Figure 1. M1 wires (run 1).
(6 px per um) Supply wires on this layer in grey. Cells faint in the background.
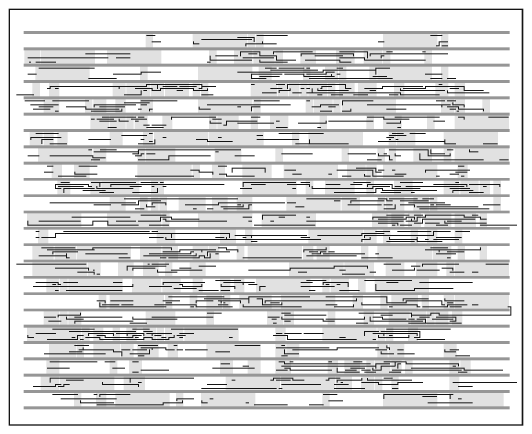
Figure 2. Cell outlines without signal wires (run 1).
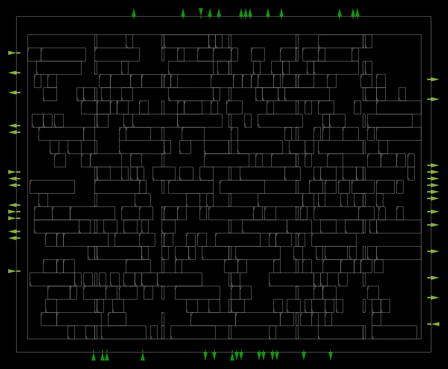
Figure 3. I/O nets highlighted (run 1).
(3 px per um)
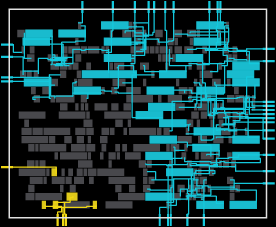
===== config.mk =====
export PLATFORM = sky130hd
export DESIGN_NAME = arb_service_ctrl
export DESIGN_NICKNAME = d
export VERILOG_FILES = /design/src/rtl/arb_pkg.sv /design/src/rtl/sat_counter.sv /design/src/rtl/arb_service_ctrl.sv
export SDC_FILE = /design/constraint.sdc
export NUM_CORES = 1
export LEC_CHECK = 0
export CAP_MARGIN = 20
export CELL_PAD_IN_SITES_DETAIL_PLACEMENT = 0
export CELL_PAD_IN_SITES_GLOBAL_PLACEMENT = 1
export CORE_ASPECT_RATIO = 0.8
export CORE_MARGIN = 2
export CORE_UTILIZATION = 48
export DETAILED_ROUTE_END_ITERATION = 7
export DONT_BUFFER_PORTS = 1
export GPL_TIMING_DRIVEN = 1
export MAX_ROUTING_LAYER = met4
export PLACE_DENSITY_LB_ADDON = 0.1
export RECOVER_POWER = 100
export SKIP_CTS_REPAIR_TIMING = 1
export SYNTH_ARGS = -nofsm -noshare
export SYNTH_HDL_FRONTEND = slang
export SYNTH_SLANG_ARGS = --single-unit

===== constraint.sdc =====
create_clock -name clk -period 2.2 [get_ports clk]
set_input_delay 0.55 -clock clk [delete_from_list [all_inputs] [get_ports clk]]
set_output_delay 0.55 -clock clk [all_outputs]
set_load 0.05 [all_outputs]

===== src/rtl/arb_pkg.sv =====
// Shared definitions for the arbiter service controller: FSM state encoding,
// default widths and grant-vector helper functions.
package arb_pkg;

  localparam int N_DEF  = 4;
  localparam int LW_DEF = 4;
  localparam int CW_DEF = 8;

  // Widest grant vector the helpers accept; callers zero-extend into it.
  localparam int MAX_N  = 32;

  typedef enum logic [1:0] {
    ST_IDLE    = 2'd0,
    ST_GRANT   = 2'd1,
    ST_SERVE   = 2'd2,
    ST_RELEASE = 2'd3
  } state_e;

  // Isolate the lowest set bit (two's-complement trick); zero stays zero.
  function automatic logic [MAX_N-1:0] lowest_onehot(input logic [MAX_N-1:0] v);
    return v & (~v + MAX_N'(1));
  endfunction

  // True when exactly one bit is set.
  function automatic bit is_onehot(input logic [MAX_N-1:0] v);
    return (v != '0) && ((v & (v - MAX_N'(1))) == '0);
  endfunction

endpackage


===== src/rtl/sat_counter.sv =====
// Saturating up-counter with synchronous clear; clear has priority over
// increment, and the count sticks at all-ones instead of wrapping.
module sat_counter #(
  parameter int CW = 8
) (
  input  logic          clk,
  input  logic          rstn,
  input  logic          inc,
  input  logic          clr,
  output logic [CW-1:0] q
);

  // Count register: clear beats increment, saturate at all-ones.
  always_ff @(posedge clk or negedge rstn) begin
    // NOTE: non-blocking assignments in clocked blocks so every flop samples
    // pre-edge values regardless of the order the blocks are evaluated.
    if (!rstn) begin
      q <= '0;
    end else if (clr) begin
      q <= '0;
    end else if (inc && (q != '1)) begin
      q <= q + CW'(1);
    end
  end

endmodule


===== src/rtl/arb_service_ctrl.sv =====
// Downstream consumer of the 4-way random-priority arbiter. Acknowledges a
// request, samples the one-hot grant, holds the shared resource for a
// programmable number of cycles, then pulses done and returns to idle.
// Keeps a saturating grant count per requester and a sticky conflict flag
// for multi-hot grants.
module arb_service_ctrl
  import arb_pkg::*;
#(
  parameter int N  = N_DEF,
  parameter int LW = LW_DEF,
  parameter int CW = CW_DEF
) (
  input  logic            clk,
  input  logic            rstn,
  input  logic            req,
  input  logic [N-1:0]    grant_vec,
  input  logic [LW-1:0]   svc_len,
  input  logic            cnt_clr,
  output logic            ack,
  output logic            busy,
  output logic [N-1:0]    owner,
  output logic            done,
  output logic [N-1:0]    done_vec,
  output logic            conflict,
  output logic [N*CW-1:0] grant_cnt
);

  state_e        state_q, state_d;
  logic [LW-1:0] svc_q, svc_d;
  logic [N-1:0]  pick;
  logic [N-1:0]  owner_d;
  logic [N-1:0]  done_vec_d;
  logic [N-1:0]  inc_vec;
  logic          conflict_d;
  logic          ack_d;
  logic          busy_d;
  logic          done_d;

  // FSM state and remaining-service counter.
  always_ff @(posedge clk or negedge rstn) begin
    if (!rstn) begin
      state_q <= ST_IDLE;
      svc_q   <= '0;
    end else begin
      state_q <= state_d;
      svc_q   <= svc_d;
    end
  end

  // Next-state, service counter load/decrement and next output values.
  always_comb begin
    // NOTE: every variable gets a default before the case so no path leaves
    // one unassigned, which would otherwise infer a latch.
    state_d    = state_q;
    svc_d      = svc_q;
    owner_d    = owner;
    conflict_d = conflict;
    inc_vec    = '0;
    // Multi-hot grants resolve to the lowest-index requester.
    pick       = N'(lowest_onehot(MAX_N'(grant_vec)));

    unique case (state_q)
      ST_IDLE: begin
        if (req) state_d = ST_GRANT;
      end
      ST_GRANT: begin
        if (grant_vec == '0) begin
          // Request withdrawn before the grant landed: nothing to serve.
          state_d = ST_IDLE;
        end else begin
          owner_d = pick;
          svc_d   = (svc_len == '0) ? LW'(1) : svc_len;
          inc_vec = pick;
          if (!is_onehot(MAX_N'(grant_vec))) conflict_d = 1'b1;
          state_d = ST_SERVE;
        end
      end
      ST_SERVE: begin
        if (svc_q <= LW'(1)) begin
          svc_d   = '0;
          state_d = ST_RELEASE;
        end else begin
          svc_d   = svc_q - LW'(1);
        end
      end
      ST_RELEASE: begin
        owner_d = '0;
        state_d = ST_IDLE;
      end
      default: state_d = ST_IDLE;
    endcase

    // Outputs are decoded from the next state so the registered copies line
    // up with the state they describe.
    ack_d      = (state_d == ST_GRANT);
    busy_d     = (state_d == ST_SERVE) || (state_d == ST_RELEASE);
    done_d     = (state_d == ST_RELEASE);
    done_vec_d = done_d ? owner_d : '0;
  end

  // Registered outputs.
  always_ff @(posedge clk or negedge rstn) begin
    if (!rstn) begin
      ack      <= 1'b0;
      busy     <= 1'b0;
      owner    <= '0;
      done     <= 1'b0;
      done_vec <= '0;
      conflict <= 1'b0;
    end else begin
      ack      <= ack_d;
      busy     <= busy_d;
      owner    <= owner_d;
      done     <= done_d;
      done_vec <= done_vec_d;
      conflict <= conflict_d;
    end
  end

  // One saturating grant counter per requester.
  for (genvar i = 0; i < N; i++) begin : g_cnt
    sat_counter #(
      .CW (CW)
    ) u_cnt (
      .clk  (clk),
      .rstn (rstn),
      .inc  (inc_vec[i]),
      .clr  (cnt_clr),
      .q    (grant_cnt[i*CW +: CW])
    );
  end

endmodule


==> impl_report.txt, run 1 <==
IMPLEMENTATION SUMMARY REPORT
----------------------------------------------------
[Flow run]
  Number of maximum-capacitance violations ........................ 0

[Setup path]
  Class of the most critical setup path ........................ reg -> reg
  Worst reg2reg setup slack ........................ 0.16 ns
  Critical register-to-register path startpoint ........................ g_cnt[0].u_cnt.q[0]
  Endpoint arrival time on the critical path ........................ 2.22 ns
  Endpoint kind of the worst setup timing path ........................ flip-flop
  Worst Reg2Reg Path Length in Cells ........................ 5
  Reg-to-reg critical path endpoint ........................ g_cnt[0].u_cnt.q[5]

[Final timing]
  Max-Slew Margin vs Limit ........................ 19.5%
  Final Max-Slew Violation Tally ........................ 0
  Final hold violation count ........................ 0
  Worst setup margin ........................ 0.164 ns
  Maximum clock frequency ........................ 0.491 GHz
  Setup Skew ........................ 0.00586 ns
  RSZ-0062 raised after global routing ........................ no
  Setup-failing EPs final ........................ 0
  Final period utilization ........................ 92.5%

[Synthesis]
  Synth flops ........................ 49
  Async set-reset flop share out of synthesis ........................ 100%
  Yosys chip area ........................ 2540 um^2
  Complex-gate fraction of the synthesized area ........................ 14.3%
  Post-Synth Simple-Gate Area ........................ 24.0%
  Main flop type ........................ sky130_fd_sc_hd__dfrtp_1
  Number of different library cells in the post-synthesis netlist ........................ 54
  Fraction of post-synthesis cell area in the top cell type by area ........................ 48.3%
  Number of standard cells reported by yosys ........................ 251
  Number of enable-type register cells in the synthesized netlist ........................ 0
  Xor-xnor portion of the synthesized cell area ........................ 3.45%
  Seq share, synth ........................ 48.3%

[Pwr]
  Worst vdd rail ir drop ........................ 0.628 mV
  Power Total ........................ 2.36 mW
  Switching power share of the total ........................ 38.2%
  Power per cell area ........................ 853 nW/um^2
  Top power group ........................ sequential cells
  Net switching power ........................ 0.901 mW
  Internal Pwr Total ........................ 1.46 mW
  Static Leak ........................ 1.17 nW

[Layout]
  Count of buffers not belonging to the clock network in the layout ........................ 38
  Finished Core Util ........................ 54.5%
  Most common logic cells in the final layout ........................ sky130_fd_sc_hd__dfrtp_1, sky130_fd_sc_hd__clkbuf_1, sky130_fd_sc_hd__nor2_1, sky130_fd_sc_hd__nand2_1, sky130_fd_sc_hd__a21oi_1
  Biggest Area Class ........................ flip-flops and latches
  Logic share of the area ........................ 43.0%
  Share of layout cells above drive strength 1 ........................ 5.26%
  Area of all placed cells without fillers ........................ 2760 um^2
  Non-Clock Inverter Count ........................ 8
  Clock tree buffer count of the final layout ........................ 7
  Top reg by flops ........................ g_cnt.u_cnt.q

[Placement]
  Detail Placement HPWL ........................ 4070 um
  Number of placed instances with taps included ........................ 339

[Clocking]
  CTS Root Buffer Type ........................ sky130_fd_sc_hd__clkbuf_8
  Sink count of the clock tree ........................ 49
  Number of H-tree levels ........................ 2

[Drt]
  Routed wirelength normalized by instance count ........................ 16.3 um
  DRC ........................ 0
  Initial DRC count ........................ 108
  Pre-Repair DR Iteration Count ........................ 4

[Global routing]
  Global-route wire length before repair ........................ 9830 um
  Vias in the first global route ........................ 2009

[Worst hold path]
  Classification of the worst-slack hold path ........................ in -> reg

[Floorplan]
  Tap cell count ........................ 62
  Number of I/O pins ........................ 56
  Floorplan core density ........................ 50.1%
  Placeable core region ........................ 5060 um^2
  Die Wd ........................ 85.3 um
  Vertical extent of the die ........................ 69.0 um
  Area enclosed by the die boundary ........................ 5890 um^2

[Status]
  Outcome ........................ finished, final reports clean

----------------------------------------------------
About Figure 1:
- main direction: horizontal
- wire length on this layer: 2870 um
- nets with wire on the layer: 285
drt total wl: 5640 um
met1 usage in global routing: 29.0%
total number of vias: 2006

About Figure 2:
fillcell total: 508
final cell count without fillers: 347
fraction of area in registers: 44.4%
number of rows created at floorplan: 23

About Figure 3:
- grant_cnt: cyan (direction output; end cells 32; buffers 31; wire 1480 um)
- svc_len: yellow (direction input; end cells 5; buffers 0; wire 59.6 um)

[run 1: critical path: stages, from the launching register on]
cell                        delay, ns
sky130_fd_sc_hd__dfrtp_1         0.36
sky130_fd_sc_hd__clkbuf_1        0.54
sky130_fd_sc_hd__nand3_1         0.23
sky130_fd_sc_hd__a2111oi_0       0.56
sky130_fd_sc_hd__xnor2_1         0.18
sky130_fd_sc_hd__nor2_1          0.05
[run 1: per-layer routing]
| layer | GRT usage (%) | part of all wire, % | vias up |
|---|---|---|---|
| li1 | - | - | 994 |
| met1 | 29.0 | 51 | 972 |
| met2 | 31.2 | 44 | 35 |
| met3 | 6.11 | 5.0 | 5 |
| met4 | 5.11 | 0.66 | 0 |
| met5 | - | 0 | - |
--- run 2 (diff from run 1) ---
--- a/config.mk
+++ b/config.mk
@@ -11,9 +11,10 @@
 export CORE_ASPECT_RATIO = 0.8
 export CORE_MARGIN = 2
 export CORE_UTILIZATION = 48
+export CTS_CLUSTER_DIAMETER = 200
+export CTS_CLUSTER_SIZE = 16
 export DETAILED_ROUTE_END_ITERATION = 7
 export DONT_BUFFER_PORTS = 1
-export GPL_TIMING_DRIVEN = 1
 export MAX_ROUTING_LAYER = met4
 export PLACE_DENSITY_LB_ADDON = 0.1
 export RECOVER_POWER = 100
==> impl_report.txt, run 2 <==
IMPLEMENTATION SUMMARY REPORT
----------------------------------------------------
[Status]
  Outcome ........................ finished, final reports clean

[Synthesis]
  Xor-xnor portion of the synthesized cell area ........................ 3.45%
  Synthesis Warnings ........................ 0
  Number of nets produced by synthesis ........................ 269
  Fraction of post-synthesis cell area in the top cell type by area ........................ 48.3%
  Synthesized instance count ........................ 251
  Yosys chip area ........................ 2540 um^2
  Number of standard cells reported by yosys ........................ 251
  Number of different library cells in the post-synthesis netlist ........................ 54
  Dominant comb cell ........................ simple AND/OR/NAND/NOR gates
  Synth flops ........................ 49
  Post-Synth Simple-Gate Area ........................ 24.0%
  Main flop type ........................ sky130_fd_sc_hd__dfrtp_1
  Number of enable-type register cells in the synthesized netlist ........................ 0
  Seq share, synth ........................ 48.3%
  Async set-reset flop share out of synthesis ........................ 100%
  Complex-gate fraction of the synthesized area ........................ 14.3%

[Pwr]
  Combinational Power ........................ 0.518 mW
  Power Total ........................ 2.36 mW
  Internal Pwr Total ........................ 1.46 mW
  Seq pwr share ........................ 55.5%
  Net switching power ........................ 0.901 mW
  Power per cell area ........................ 853 nW/um^2
  Static Leak ........................ 1.17 nW
  Clock network fraction of total power ........................ 22.5%
  Switching power share of the total ........................ 38.2%
  Top power group ........................ sequential cells
  Gate power share ........................ 22.0%
  Worst vdd rail ir drop ........................ 0.628 mV

[Setup path]
  Critical register-to-register path startpoint ........................ g_cnt[0].u_cnt.q[0]
  Logic depth of the worst setup path including buffers ........................ 5
  Destination of the critical timing path ........................ g_cnt[0].u_cnt.q[5]
  Sequence of cells on the critical path ........................ clkbuf_1, nand3_1, a2111oi_0, xnor2_1, nor2_1
  Worst reg2reg setup slack ........................ 0.16 ns
  Cell with the largest stage delay on the worst path ........................ sky130_fd_sc_hd__a2111oi_0
  Critical path's largest stage delay ........................ 0.56 ns
  Endpoint arrival time on the critical path ........................ 2.22 ns
  Worst Reg2Reg Path Length in Cells ........................ 5
  Number of buffers and inverters on the critical path ........................ 1
  Endpoint kind of the worst setup timing path ........................ flip-flop
  Reg-to-reg critical path endpoint ........................ g_cnt[0].u_cnt.q[5]
  Largest delay share family, worst path ........................ AND-OR/OR-AND gates
  Worst-path fanout max ........................ 3
  Class of the most critical setup path ........................ reg -> reg

[Clocking]
  CTS Root Buffer Type ........................ sky130_fd_sc_hd__clkbuf_8
  Sink count of the clock tree ........................ 49
  Number of H-tree levels ........................ 2

[Worst hold path]
  End point of the worst hold path ........................ g_cnt[2].u_cnt.q[7]
  HP Start ........................ cnt_clr
  Classification of the worst-slack hold path ........................ in -> reg

[Final timing]
  Final Max-Slew Violation Tally ........................ 0
  Worst setup margin ........................ 0.164 ns
  RSZ-0062 raised after global routing ........................ no
  Measured slew at the worst slew-check pin ........................ 1.21 ns
  Max-Slew Margin vs Limit ........................ 19.5%
  Setup Skew ........................ 0.00586 ns
  Setup-failing EPs final ........................ 0
  Maximum clock frequency ........................ 0.491 GHz
  Final hold violation count ........................ 0
  Final period utilization ........................ 92.5%

[Layout]
  Top reg by flops ........................ g_cnt.u_cnt.q
  Area grow syn2layout ........................ 8.83%
  Final cell count without fillers ........................ 347
  Area of all placed cells without fillers ........................ 2760 um^2
  Share of layout cells above drive strength 1 ........................ 5.26%
  Most common logic cells in the final layout ........................ sky130_fd_sc_hd__dfrtp_1, sky130_fd_sc_hd__clkbuf_1, sky130_fd_sc_hd__nor2_1, sky130_fd_sc_hd__nand2_1, sky130_fd_sc_hd__a21oi_1
  Number of flip-flops under the largest register name ........................ 32
  Fillcell total ........................ 508

[Floorplan]
  Area enclosed by the die boundary ........................ 5890 um^2
  Number of rows created at floorplan ........................ 23
  Floorplan core density ........................ 50.1%
  Vertical extent of the die ........................ 69.0 um
  Number of I/O pins ........................ 56
  Die Wd ........................ 85.3 um

[Global routing]
  Initial antenna violation count ........................ 0
  Global-route usage over all layers ........................ 21.2%
  Vias in the first global route ........................ 2009
  Global-route wire length before repair ........................ 9830 um
  Largest net degree at the start of global routing ........................ 50

[Drt]
  DRC ........................ 0
  Drt total wl ........................ 5640 um
  Routed wirelength normalized by instance count ........................ 16.3 um
  Total number of vias ........................ 2006
  Via count normalized by instance count ........................ 5.78
  Initial DRC count ........................ 108
  Pre-Repair DR Iteration Count ........................ 4

[Flow run]
  Number of maximum-capacitance violations ........................ 0
  Tally of OpenROAD warnings ........................ 27

[Placement]
  Global placement routability congestion ........................ 0.794
  Number of placed instances with taps included ........................ 339
  Detail Placement HPWL ........................ 4070 um
  Post-Place Worst Slack ........................ 0.284 ns

----------------------------------------------------
-- run 2: area by class of cell --
type,count,share of cell area (%)
Timing Repair Buffer,38,5.62
Clock buffer,7,3.13
Inverter,8,1.09
Multi-Input combinational cell,183,43.0
Tap cell,62,2.81
Sequential cell,49,44.4
-- run 2: cell families after synthesis --
group,count (synthesis)
xor gates and xnor gates,10
AOI/OAI and AO/OA,52
adders and majority gates,7
buffers and inverters,19
and+or+nand+nor,107
DFF,49
muxes,7
-- run 2: layer usage --
layer / vias to the layer above / routed length, um / global-route usage [%] / part of all wire [%]
met5: - / 0 / - / 0
met4: 0 / 37 / 5.11 / 0.66
met3: 5 / 280 / 6.11 / 5.0
met2: 35 / 2450 / 31.2 / 44
met1: 972 / 2870 / 29.0 / 51
li1: 994 / - / - / -
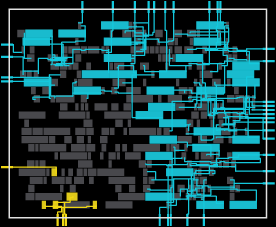
Figure 4: run 2, I/O nets highlighted.
(3 px per um)
- svc_len: yellow (direction input; end cells 5; buffers 0; wire 59.6 um)
- grant_cnt: cyan (direction output; end cells 32; buffers 31; wire 1480 um)

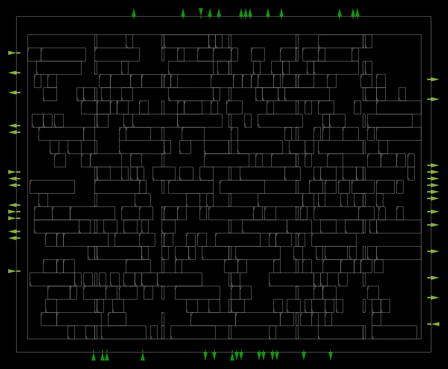
Figure 5: run 2, cell outlines without signal wires.
flop count: 49
tap cell count: 62
Finished Core Util: 54.5%
placeable core region: 5060 um^2

Power is estimated from default activity; no workload was simulated.
